## src/rtl/truth_table_sweeper_pkg.sv

```systemverilog
// Shared definitions for the truth-table sweeper: FSM state encoding and
// the table bit-index helper (channel-major layout, one DEPTH-wide row per channel).
package truth_table_sweeper_pkg;

  typedef enum logic [1:0] {
    ST_IDLE   = 2'd0,
    ST_DRIVE  = 2'd1,
    ST_SAMPLE = 2'd2,
    ST_DONE   = 2'd3
  } sweep_state_t;

  function automatic int unsigned tt_bit(input int unsigned ch,
                                         input int unsigned p,
                                         input int unsigned depth);
    return ch * depth + p;
  endfunction

endpackage

```

## src/rtl/truth_table_sweeper_counter.sv

```systemverilog
// Pattern index and per-pattern hold counter for the sweeper.
// The index is one bit wider than the pattern so the last-pattern test never aliases.
module sweep_counter
  import truth_table_sweeper_pkg::*;
#(
  parameter int N_IN        = 4,
  parameter int HOLD_CYCLES = 1
) (
  input  logic            clk,
  input  logic            rst_n,
  input  logic            clear,
  input  logic            hold_step,
  input  logic            advance,
  output logic [N_IN-1:0] pattern,
  output logic            hold_last,
  output logic            idx_last
);

  localparam int DEPTH = 2 ** N_IN;
  localparam int HW    = $clog2(HOLD_CYCLES + 1);

  logic [N_IN:0] idx;
  logic [HW-1:0] hold_cnt;

  // clear has priority so an abort or a new start always lands on pattern 0
  always_ff @(posedge clk or negedge rst_n) begin
    if (!rst_n) begin
      idx      <= '0;
      hold_cnt <= '0;
    end else if (clear) begin
      idx      <= '0;
      hold_cnt <= '0;
    end else if (advance) begin
      idx      <= idx + 1'b1;
      hold_cnt <= '0;
    end else if (hold_step) begin
      hold_cnt <= hold_cnt + 1'b1;
    end
  end

  assign pattern   = idx[N_IN-1:0];
  assign idx_last  = (idx == (N_IN + 1)'(DEPTH - 1));
  assign hold_last = (hold_cnt == HW'(HOLD_CYCLES - 1));

endmodule

```

## src/rtl/truth_table_sweeper.sv

```systemverilog
// Exhaustive stimulus engine: walks every input pattern, captures each output
// channel into a truth table and flags the first pattern that disagrees with exp_table.
module truth_table_sweeper
  import truth_table_sweeper_pkg::*;
#(
  parameter int N_IN        = 4,
  parameter int N_OUT       = 1,
  parameter int HOLD_CYCLES = 1
) (
  input  logic                     clk,
  input  logic                     rst_n,
  input  logic                     start,
  input  logic                     abort,
  input  logic [N_OUT-1:0]         dut_out,
  input  logic [N_OUT*2**N_IN-1:0] exp_table,
  output logic [N_IN-1:0]          dut_in,
  output logic                     busy,
  output logic                     done,
  output logic [N_OUT*2**N_IN-1:0] table_out,
  output logic                     mismatch,
  output logic [N_IN-1:0]          first_bad
);

  localparam int DEPTH = 2 ** N_IN;

  sweep_state_t state;

  logic                   start_ok;
  logic                   cnt_clear;
  logic                   cnt_hold_step;
  logic                   cnt_advance;
  logic [N_IN-1:0]        pattern;
  logic                   hold_last;
  logic                   idx_last;
  logic [DEPTH-1:0]       pat_onehot;
  logic [N_OUT-1:0]       chan_diff;
  logic [N_OUT*DEPTH-1:0] table_next;

  assign start_ok      = (state == ST_IDLE) && start && !abort;
  assign cnt_clear     = start_ok || (abort && (state != ST_IDLE));
  assign cnt_hold_step = (state == ST_DRIVE) && !abort;
  assign cnt_advance   = (state == ST_SAMPLE) && !abort && !idx_last;

  sweep_counter #(
    .N_IN        (N_IN),
    .HOLD_CYCLES (HOLD_CYCLES)
  ) u_counter (
    .clk       (clk),
    .rst_n     (rst_n),
    .clear     (cnt_clear),
    .hold_step (cnt_hold_step),
    .advance   (cnt_advance),
    .pattern   (pattern),
    .hold_last (hold_last),
    .idx_last  (idx_last)
  );

  // One-hot column select keeps every table access at a constant row offset
  assign pat_onehot = {{(DEPTH - 1){1'b0}}, 1'b1} << pattern;

  for (genvar ch = 0; ch < N_OUT; ch++) begin : g_chan
    localparam int BASE = tt_bit(ch, 0, DEPTH);
    logic [DEPTH-1:0] exp_row;
    logic [DEPTH-1:0] cap_row;
    assign exp_row       = exp_table[BASE +: DEPTH];
    assign cap_row       = table_out[BASE +: DEPTH];
    assign chan_diff[ch] = dut_out[ch] != (|(exp_row & pat_onehot));
    assign table_next[BASE +: DEPTH] = dut_out[ch] ? (cap_row | pat_onehot)
                                                   : (cap_row & ~pat_onehot);
  end

  // Abort is checked ahead of the SAMPLE capture so a coinciding capture is dropped
  always_ff @(posedge clk or negedge rst_n) begin
    if (!rst_n) begin
      state     <= ST_IDLE;
      dut_in    <= '0;
      busy      <= 1'b0;
      done      <= 1'b0;
      table_out <= '0;
      mismatch  <= 1'b0;
      first_bad <= '0;
    end else begin
      done <= 1'b0;
      unique case (state)
        ST_IDLE: begin
          if (start_ok) begin
            state     <= ST_DRIVE;
            busy      <= 1'b1;
            dut_in    <= '0;
            table_out <= '0;
            mismatch  <= 1'b0;
            first_bad <= '0;
          end
        end
        ST_DRIVE: begin
          if (abort) begin
            state  <= ST_IDLE;
            busy   <= 1'b0;
            dut_in <= '0;
          end else if (hold_last) begin
            state <= ST_SAMPLE;
          end
        end
        ST_SAMPLE: begin
          if (abort) begin
            state  <= ST_IDLE;
            busy   <= 1'b0;
            dut_in <= '0;
          end else begin
            table_out <= table_next;
            if ((|chan_diff) && !mismatch) begin
              mismatch  <= 1'b1;
              first_bad <= pattern;
            end
            if (idx_last) begin
              state <= ST_DONE;
              busy  <= 1'b0;
              done  <= 1'b1;
            end else begin
              state  <= ST_DRIVE;
              dut_in <= pattern + 1'b1;
            end
          end
        end
        ST_DONE: begin
          state <= ST_IDLE;
          if (abort) begin
            dut_in <= '0;
          end
        end
        default: begin
          state <= ST_IDLE;
          busy  <= 1'b0;
        end
      endcase
    end
  end

endmodule
```

## config.mk

```make
export PLATFORM = sky130hd
export DESIGN_NAME = truth_table_sweeper
export DESIGN_NICKNAME = d
export VERILOG_FILES = /design/src/rtl/truth_table_sweeper_pkg.sv /design/src/rtl/truth_table_sweeper_counter.sv /design/src/rtl/truth_table_sweeper.sv
export SDC_FILE = /design/constraint.sdc
export NUM_CORES = 1
export LEC_CHECK = 0
export CORE_ASPECT_RATIO = 2
export CORE_MARGIN = 2
export CORE_UTILIZATION = 25
export DETAILED_ROUTE_END_ITERATION = 8
export PLACE_DENSITY_LB_ADDON = 0.25
export SLEW_MARGIN = 10
export SYNTH_ARGS = -nofsm -noshare
export SYNTH_HDL_FRONTEND = slang
export SYNTH_HIERARCHICAL = 1
export SYNTH_SLANG_ARGS = --single-unit
```

## constraint.sdc

```tcl
create_clock -name clk -period 2 [get_ports clk]
set_input_delay 0.2 -clock clk [delete_from_list [all_inputs] [get_ports clk]]
set_output_delay 0.2 -clock clk [all_outputs]
set_load 0.005 [all_outputs]
```

**Run 1: pin placement**

Scale: 4 px per um. Pins as bars across the die edge, other pins in grey.
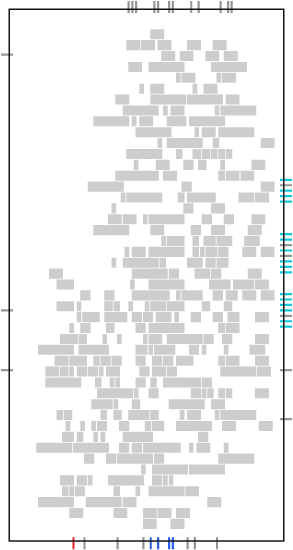
rst_n -> red  # pins 1, direction input, edge bottom
dut_in -> blue  # pins 4, direction output, edge bottom
exp_table -> cyan  # pins 16, direction input, edge right
all pins by edge = 22 right, 12 top, 11 bottom, 3 left

**Run 1: clock wires, drivers and flops**

Scale: 4 px per um.
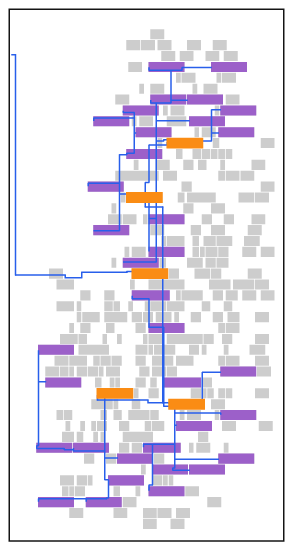
flip-flops -> purple  # count 35
clock-net drivers -> orange  # count 5
clock wires -> blue  # length 607 um
routed clock nets = 6

**Run 1: gate families picked out**

Scale: 4 px per um.
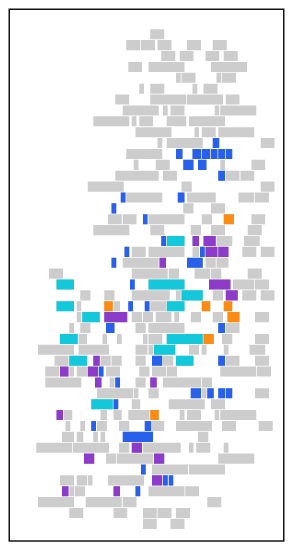
fa/ha/maj cells -> cyan  # cells 13, most used ha_1
and/or cells -> orange  # cells 7
aoi and oai cells -> purple  # cells 20, most used a21oi_1
nand cells -> blue  # cells 40, most used nand2_1

==> reports/results.ini, run 1 <==
[status]
outcome = finished, final reports clean

[sta]
fin_worst_hold_slack_ps = 342.1
setup_total_negative_slack_ps = 0

[placed_design]
io_buffers = 47
gp_congestion = 0.7773
detailedPlace.worstSlack_ps = -59.25
placedCellCount = 367

[pwr]
netSwitchingFraction = 0.3190
main_power_consuming_group = combinational cells
power.combinational.total_uw = 1190

[worst_setup_path]
r2r.worst_path.cells = 9
worst_path_top_cell_family_by_delay = simple AND/OR/NAND/NOR gates
critical_path.max_fanout = 5
critPathRequiredTime_ps = 2200

[final_layout]
fin_nets = 320
num-fill-cells = 825
signal_buffers = 86
non_filler_instance_count_after_layout = 383
final.clkbuf_count = 6
biggestCellCategory = combinational gates

[synthesis]
netlist-cell-type-count = 43
synth.comb.largest_family = simple AND/OR/NAND/NOR gates
synth_warnings = 6
yosys-stat-area_um2 = 2066
xor_xnor_area_frac = 0.01272
netlist_instances = 207

[min_path]
min_path_type = input port to asynchronous set/reset pin

[routing]
wl_per_cell_um = 15.46
met2_length_um = 3471
final_antenna_net_count = 0

[floorplan]
floorplan.rows = 46

[clock_network]
h-tree-depth = 2

[global_routing]
largest_net_degree_at_the_start_of_global_routing = 36
global_route_wire_length_before_repair_um = 9197

[run]
tally_of_max_capacitance_violations = 0

==> run 2: changes to the inputs <==
--- a/config.mk
+++ b/config.mk
@@ -6,7 +6,6 @@
 export NUM_CORES = 1
 export LEC_CHECK = 0
 export CORE_ASPECT_RATIO = 2
-export CORE_MARGIN = 2
 export CORE_UTILIZATION = 25
 export DETAILED_ROUTE_END_ITERATION = 8
 export PLACE_DENSITY_LB_ADDON = 0.25
**Run 2: pin placement**

Scale: 4 px per um. Pins as bars across the die edge, other pins in grey.
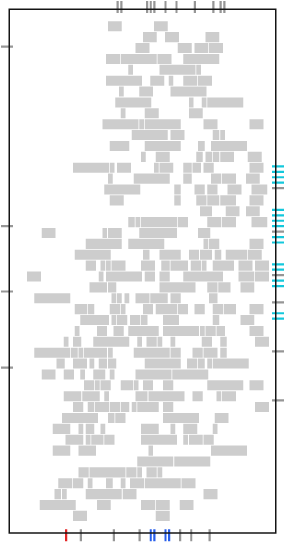
dut_in -> blue  # pins 4, direction output, edge bottom
exp_table -> cyan  # pins 16, direction input, edge right
rst_n -> red  # pins 1, direction input, edge bottom
all pins by edge = 22 right, 11 bottom, 11 top, 4 left

**Run 2: clock nets**

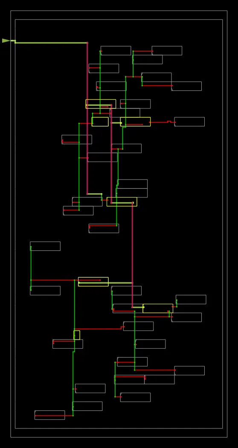
setup clock skew after layout: 4.950 ps
Clk. pwr: 770 uW

**Run 2: gate families picked out**

Scale: 4 px per um.
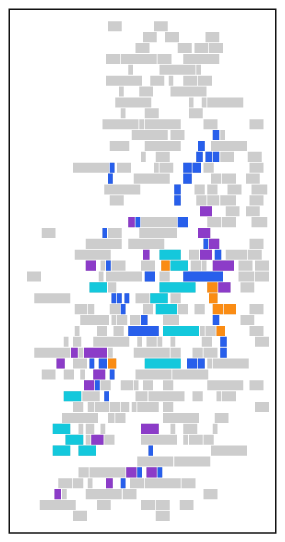
and/or cells -> orange  # cells 7, where middle right
nand cells -> blue  # cells 40, most used nand2_1
fa/ha/maj cells -> cyan  # cells 13, most used ha_1
aoi and oai cells -> purple  # cells 20

==> run 2 against run 1 <==
Against the previous run:
- count of clock-buffer cells in the layout unchanged
- worst hold slack worse by 4.6 ps
- area after synthesis unchanged
- clock power down 17%
- sequential power down 2%
- sequential share of layout area up 0.068 points
- global-route usage up 0.23 points
- design area down 0.52%
- critical path type unchanged
==> reports/results.ini, run 2 <==
[synthesis]
synth_warnings = 6  ; unchanged
xor_xnor_area_frac = 0.01272  ; unchanged
netlist-cell-type-count = 43  ; unchanged
synth.comb.largest_family = simple AND/OR/NAND/NOR gates
edff_count_synth = 0
fa_ha_area_frac = 0.07874
async_reset_ff_frac = 1.000
netlist.top_cell.by_instances = sky130_fd_sc_hd__dfrtp_1
yosys-stat-area_um2 = 2066  ; unchanged
synth_flop_count = 35
synth_area_um2 = 2066
netlist_instances = 207  ; unchanged

[worst_setup_path]
critPathRequiredTime_ps = 2170  ; -30 ps
r2r.worst_path.cells = 8  ; -1
critical_path.max_fanout = 4  ; -1
worst_path_top_cell_family_by_delay = simple AND/OR/NAND/NOR gates
worst_r2r_endpoint = u_counter/idx[3]
crit_slowest_cell = sky130_fd_sc_hd__dfrtp_1
crit_path_max_incr_delay_ps = 410
logic_depth_of_the_worst_path_buffers_included = 8
timing.critical_path.arrival_ps = 2120

[placed_design]
placedCellCount = 368  ; +0.27%
gp_congestion = 0.8781  ; +13%
io_buffers = 47  ; unchanged
detailedPlace.worstSlack_ps = -82.48  ; -23.23 ps

[routing]
wl_per_cell_um = 15.17  ; -1.9%
vias = 1747
detail_route.drc_violations = 0
post_route_met1_wirelength_um = 2004
final_antenna_net_count = 0  ; unchanged
met2_length_um = 3413  ; -1.7%

[global_routing]
grt.met2_usage = 0.2851
largest_net_degree_at_the_start_of_global_routing = 36  ; unchanged
grt_remaining_overflow = 0
global_route_wire_length_before_repair_um = 8838  ; -3.9%
gr-usage-met3 = 0.02517

[final_layout]
largest_register_ff_count = 16
seqAreaFraction = 0.2832
layout_top_cells = 47 x sky130_fd_sc_hd__clkdlybuf4s50_1, 35 x sky130_fd_sc_hd__buf_4, 34 x sky130_fd_sc_hd__dfrtp_1
signal_buffers = 84  ; -2.3%
final.clkbuf_count = 6  ; unchanged
num-fill-cells = 808  ; -2.1%
flops = 35
fin_nets = 318  ; -0.63%
non_filler_instance_count_after_layout = 380  ; -0.78%
comb_share = 0.3725
biggestCellCategory = combinational gates
layout-drive-gt1-share = 0.2359
layout.core_utilization = 0.3899
seq_area_um2 = 877.1
n_antenna_cell = 0

[pwr]
main_power_consuming_group = combinational cells
max-vdd-ir-drop_uv = 359.2
seq_power_share = 0.301
p_total_uw = 2803
netSwitchingFraction = 0.3310  ; +0.01207
power.combinational.total_uw = 1190  ; about the same

[sta]
fin_worst_hold_slack_ps = 337.5  ; -4.580 ps
finalClockPeriodUsage = 0.9772
post-route-min-period_ps = 1954
worst_pin_slew_ps = 458.1
finalHoldViolCount = 0
setup_total_negative_slack_ps = 0  ; unchanged

[floorplan]
floorplan.rows = 46  ; unchanged
initCoreUtil = 0.2601
die_w_um = 66.28
core_um2 = 7943

[status]
outcome = finished, final reports clean

[clock_network]
clock_transition_at_path_regs_ps = 50
number_of_cts_inserted_buffers = 5
cts.path.max_buffers = 2
h-tree-depth = 2  ; unchanged
clkLatencyLatePin_ps = 280
cts_tree = built

[run]
tally_of_max_capacitance_violations = 0  ; unchanged

[min_path]
min_path_type = input port to asynchronous set/reset pin

Power figures rest on the tool's default switching activity, not on a simulated workload.
